run_1/sizes.png
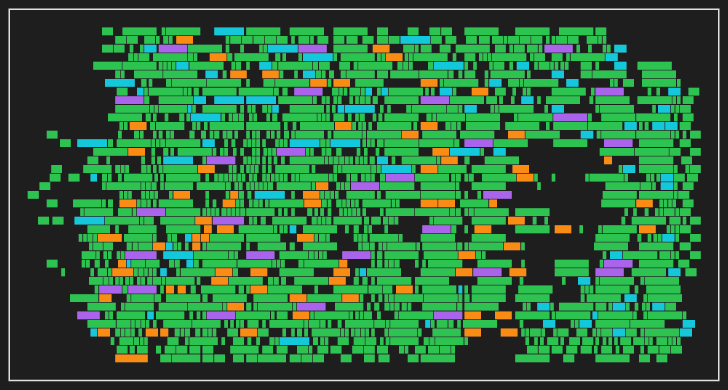
run_1/metal_density.png
The bar under the picture is 50 um long. The die is cut into 22 by 12 equal tiles; dark blue is low, red is high, scaled to the fullest tile. Values are wire area over tile area, all layers added.
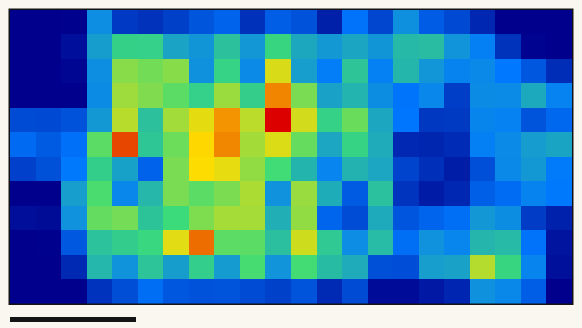
run_1/congestion.png
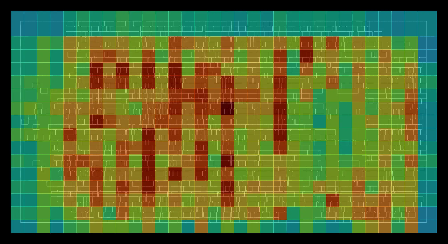
run_1/cell_density.png
The bar under the picture is 50 um long. The die is cut into 22 by 12 equal tiles; dark blue is low, red is high, 0 to 100% covered.
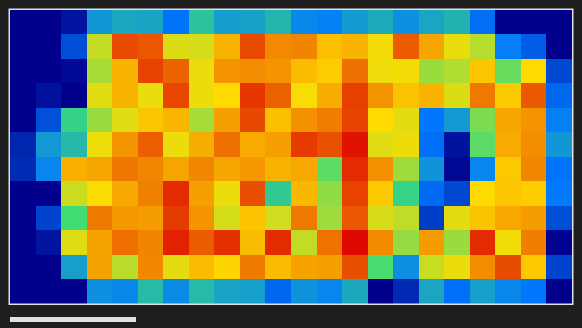
Design if_prefetch, sky130hd; sources not shown.
==> CHANGELOG.md, run 1 <==
### Metrics

* Outcome: finished, final reports clean
* # rows at 39
* Final Hold Fails at 0
* Hold Path Depth at 2
* Min Tclk post-route at 4.41 ns
* Core Region at ~23000 um2
* Dpl ws at ~1.2 ns
* Vias per inst at 5.32
* Clk slew on worst S/H paths at ~0.070 ns
* Max reg flops at 130
* Worst skew pair latency at roughly 0.52 ns
* # clock sinks at 271
* ANT cells at 0
* Die Width at 224 um
* Max Clock Freq at approximately 0.23 GHz
* Power Dens Cells at 409 nW/um2
* Max-Cap Viols at 0
* ANT nets after route at 0
* Cts repair resizes at 0
* # hold bufs at CTS at 0
* CTS Root Cell: clkbuf_16
* PnR Total Power at 6.33 mW
* Vias in the first global route at just over 9000
* Nets at around 1400
* Tool Warnings at 25
* First-pass GRT wire length at 46300 um
* Post-DP HPWL at 19200 um
* Port Buffers at ~170
* Pleak at 6.45 nW
* 1st-iter DRT viols at roughly 800
* Die ar. at ~26000 um2
* RSZ-0062 raised after global routing: false
* CTS H-tree depth at 1
* Routability cong. at 0.871
* Top cell excl fill/tap: nand2_1
* IO Count at 169
* Max rail drop VDD at 0.252 mV
* Postcts setup bufs at 0
* Logic area at 4070 um2
* Register Area at between 7000 and 8000 um2
* Worst-Margin Slew at 1.10 ns
* Synthesis Warnings at 6
* Crit path launch type: primary input
* Post-Syn Area at 12800 um2
* Critical path endpoint category: primary output
* Max Root-Sink Buffers at 3
* CTS tree: yes
* Flop2flop setup slack at roughly 2.5 ns
* Residual DRC at 0
* Fin. max-slew vios at 0
* CTS buffer count at 25
* Gr ovfl total at 0
* Max FO, Critical Path at 15
* Worst Path Arrival at 3.08 ns
* Mean Syn Cell Area at roughly 11 um2
* Period utilization at 0.781
* Setup TNS at 0 ns
* Min-Delay Path Class: flip-flop to flip-flop
* DRT Pass-1 Iters at 5
* Setup Viol. Count Final at 0
* Req. time, crit path at 4.32 ns
* Die height at ~120 um
## Picture notes: sizes.png
| size | colour | cells |
|---|---|---|
| _0 and _1 cells | green | 1196 |
| _6 and larger | purple | 30 |
| _3 and _4 cells | orange | 77 |
| _2 cells | cyan | 81 |
Area Overhead vs Synth: 21.0%
min setup slack post-route: 1.24 ns
non-clock buffer count: 182
final non-filler cell area: 15500 um2

## Picture notes: metal_density.png
mean over tiles: 0.18
nearly empty tiles: 9.8%
fullest tile: 0.57
via count: 8996
WL final: 29100 um
gr usage total: 0.220

## Picture notes: congestion.png
met1 Usage GRT: 0.290
met2 Track Usage GR: 0.386
WL/cell: 17.2 um

## Picture notes: cell_density.png
mean over tiles: 58%
tiles over 75% full: 45%
fullest tile: 99%
emptiest ninth of the die: north-west
nearly empty tiles: 10%
starting density of the core: 0.565
utilization after layout: 0.684

## run 1: critical path, cell delays in order
cell	delay (ns)
clkdlybuf4s50_1	0.70
nor2_2	0.18
nand2_1	0.10
o21bai_4	0.15
nand2_1	0.12
inv_1	0.09
clkdlybuf4s50_1	0.61
## run 1: per-layer routing
metal | vias up | part of all wire | global-route usage
met1 | 4377 | 0.42 | 0.290
met2 | 316 | 0.49 | 0.386
met5 | - | 0 | 0
li1 | 4234 | - | -
met3 | 69 | 0.063 | 0.0336
met4 | 0 | 0.026 | 0.0673
## run 1: power breakdown
part | switching, mW | total (mW) | internal (mW)
Sequential | 0.205 | 2.74 | 2.53
Combinational | 1.17 | 2.04 | 0.869
Clock | 0.710 | 1.56 | 0.846
Total | 2.09 | 6.33 | 4.25
## run 1: through the flow
stage | instances | area [um2] | hold WS, ns
floorplan | 1157 | 12500 | 0.264
global placement | 1644 | 14700 | 0.280
detailed placement | 1644 | 14700 | 0.285
CTS | 1689 | 15400 | 0.295
global route | 1691 | 15500 | 0.331
finish | 1691 | 15500 | 0.295
## run 1: cell type report
cell class                      count  share of cell area
Sequential cell                   271               0.502
Multi-Input combinational cell    710               0.263
Timing Repair Buffer              182               0.120
Inverter                          176              0.0427
Clock buffer                       25              0.0404
Tap cell                          307              0.0248
Clock inverter                     20             0.00719
run_1/placement_by_type.png
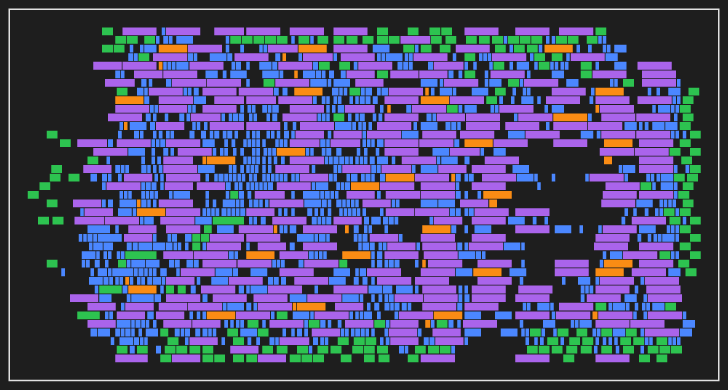

==> run 2: changes to the inputs <==
==> constraint.sdc (replaced) <==
create_clock -name clk -period 4.2 [get_ports clk]
set_clock_uncertainty 0.2 [all_clocks]
set_input_delay 0.84 -clock clk [delete_from_list [all_inputs] [get_ports clk]]
set_output_delay 0.84 -clock clk [all_outputs]
set_load 0.02 [all_outputs]
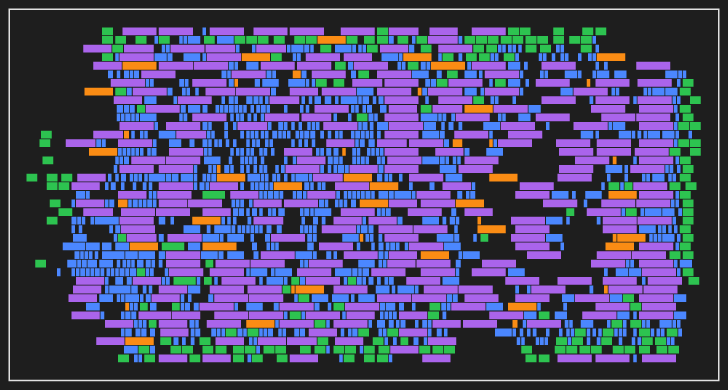
run_2/placement_by_type.png
| class | colour | cells |
|---|---|---|
| sequential cells | purple | 271 |
| remaining buffers and delay cells | green | 186 |
| clock drivers and dummy loads | orange | 46 |
| combinational and other logic | blue | 886 |
Core Region: 22600 um2
final non-filler cell area: 15600 um2
# rows: 39
sequential cell area share: 0.500

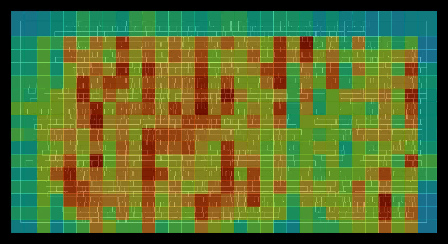
run_2/congestion.png
utilization after layout: 0.687
met3 Use GR: 0.0374
met2 Track Usage GR: 0.418
met1 Usage GRT: 0.281

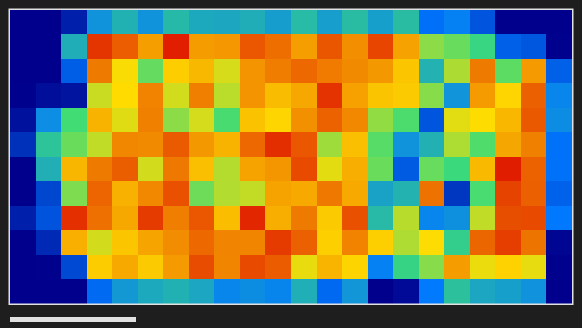
run_2/cell_density.png
The bar under the picture is 50 um long. The die is cut into 22 by 12 equal tiles; dark blue is low, red is high, 0 to 100% covered.
nearly empty tiles: 8.7%
tiles over 75% full: 46%
mean over tiles: 58%
fullest tile: 97%

==> run 2 against run 1 <==
Against the previous run:
- via count increased by 0.27%
- flip-flop count unchanged
- area after synthesis unchanged
- highest routed layer unchanged
==> CHANGELOG.md, run 2 <==
### Metrics

* Worst-case reg-to-reg path depth at 12 (unchanged)
* ANT cells at 0 (unchanged)
* ANT nets after route at 0 (unchanged)
* Die ar. at 26200 um2 (unchanged)
* Pleak at 6.50 nW (was 6.45 nW)
* Hold Path Depth at 2 (unchanged)
* 1st-iter DRT viols at 803 (was 802)
* WL final at 29500 um (was 29100 um)
* Max Clock Freq at approximately 0.26 GHz
* Synthesis Warnings at 6 (unchanged)
* Routability cong. at 0.858 (was 0.871)
* Proportion of layout cells with a drive suffix above 1 at 0.140 (was 0.136)
* Die height at 117 um (unchanged)
* Gr usage total at 0.226 (was 0.220)
* Max Root-Sink Buffers at 3 (unchanged)
* Clk slew on worst S/H paths at 0.06 ns (was 0.07 ns)
* Min-Delay Path Class: flip-flop to flip-flop (unchanged)
* Tool Warnings at 25 (unchanged)
* CTS Root Cell: clkbuf_16 (unchanged)
* Critical path endpoint category: primary output (unchanged)
* Min Tclk post-route at 3.85 ns
* Port Buffers at 168 (unchanged)
* Gr ovfl total at 0 (unchanged)
* First-pass GRT wire length at 47600 um (was 46300 um)
* Req. time, crit path at 3.16 ns (was 4.32 ns)
* Max FO, Critical Path at 36 (was 15)
* Period utilization at 0.917
* Die Width at 224 um (unchanged)
* Setup Viol. Count Final at 0 (unchanged)
* Most frequent cells in the layout: 267 x nand2_1, 194 x edfxtp_1, 179 x inv_1 (was 267 x nand2_1, 194 x edfxtp_1, 182 x inv_1)
* CTS tree: yes (unchanged)
* Nets at 1451 (was 1447)
* Outcome: finished, final reports clean (unchanged)
* Postcts setup bufs at 0 (unchanged)
* Mean Syn Cell Area at 10.6 um2 (unchanged)
* Worst Path Arrival at 2.81 ns (was 3.08 ns)
* Max_slew headroom at 0.251 (was 0.264)
* CTS H-tree depth at 1 (unchanged)
* Worst skew pair latency at 0.54 ns (was 0.52 ns)
* Worst setup path category: flip-flop to primary output (was primary input to primary output)
* Max-Cap Viols at 0 (unchanged)
* Fin Hold WS at 0.299 ns (was 0.295 ns)
* Vias in the first global route at 9439 (was 9077)
* Layout fillers at 1596 (was 1607)
* Starting density of the core at 0.565 (unchanged)
* Via count at 9020 (was 8996)
* WL/cell at 17.4 um (was 17.2 um)
* Flop2flop setup slack at 0.93 ns (was 2.54 ns)
* CTS buffer count at 25 (unchanged)
* Final Hold Fails at 0 (unchanged)
* Residual DRC at 0 (unchanged)
* Post-Syn Area at 12800 um2 (unchanged)
* # hold bufs at CTS at 0 (unchanged)
* Power Dens Cells at 558 nW/um2 (was 409 nW/um2)
* Largest net degree at the start of global routing at 72 (was 73)
* Cells after Synth at 1205 (unchanged)
* Top cell excl fill/tap: nand2_1 (unchanged)
* Worst-Margin Slew at 1.12 ns (was 1.10 ns)
* Crit path launch type: flip-flop (was primary input)
* RSZ-0062 raised after global routing: false (unchanged)
* Vias per inst at 5.32 (about the same)
* Fin. max-slew vios at 0 (unchanged)
* IO Count at 169 (unchanged)
* Max reg flops at 130 (unchanged)
* Post-DP HPWL at 20000 um (was 19200 um)
* Max rail drop VDD at 0.285 mV (was 0.252 mV)
* # clock sinks at 271 (unchanged)
* Cts repair resizes at 0 (unchanged)
* Initial antenna violation count at 0 (unchanged)
* Area Overhead vs Synth at 21.5% (was 21.0%)
* DRT Pass-1 Iters at 5 (unchanged)
## run 2: layout make-up
class | instances | area, um2 | share of cell area
Clock buffer | 25 | 626 | 0.0402
Clock inverter | 21 | 174 | 0.0112
Multi-Input combinational cell | 710 | 4070 | 0.262
Inverter | 176 | 661 | 0.0425
Tap cell | 307 | 384 | 0.0247
Sequential cell | 271 | 7780 | 0.500
Timing Repair Buffer | 186 | 1860 | 0.119
## run 2: where the power goes
group / switching [mW] / total, mW / internal, mW
Clock: 0.970 / 2.24 / 1.27
Sequential: 0.277 / 3.69 / 3.41
Combinational: 1.59 / 2.76 / 1.17
## run 2: metrics by stage
| stage | instances | power, mW | setup TNS [ns] | cell area (um2) | setup slack, ns |
|---|---|---|---|---|---|
| final | 1696 | 8.69 | 0 | 15600 | 0.350 |
| after global routing | 1696 | 9.14 | 0 | 15600 | 0.252 |
| after CTS | 1696 | 8.74 | 0 | 15600 | 0.0492 |
| after detailed placement | 1650 | 6.50 | 0 | 14800 | 0.525 |
| after global placement | 1650 | 6.37 | 0 | 14800 | 0.664 |
| after floorplan | 1157 | 5.33 | -262.51 | 12500 | -1.65 |
## run 2: routing by layer
layer	track usage	vias to the layer above	wire [um]
li1	-	4240	-
met4	0.0644	0	680
met2	0.418	340	15100
met5	0	-	0
met3	0.0374	54	1710
met1	0.281	4386	12100
## run 2: critical path, cell delays in order (launching register included)
cell and delay [ns]:
dfrtp_4 0.85, buf_4 0.37, mux2_2 0.38, inv_1 0.06, nor2_1 0.04, clkdlybuf4s50_1 0.54
No activity file was given, so power comes from the tool's default toggle rates.
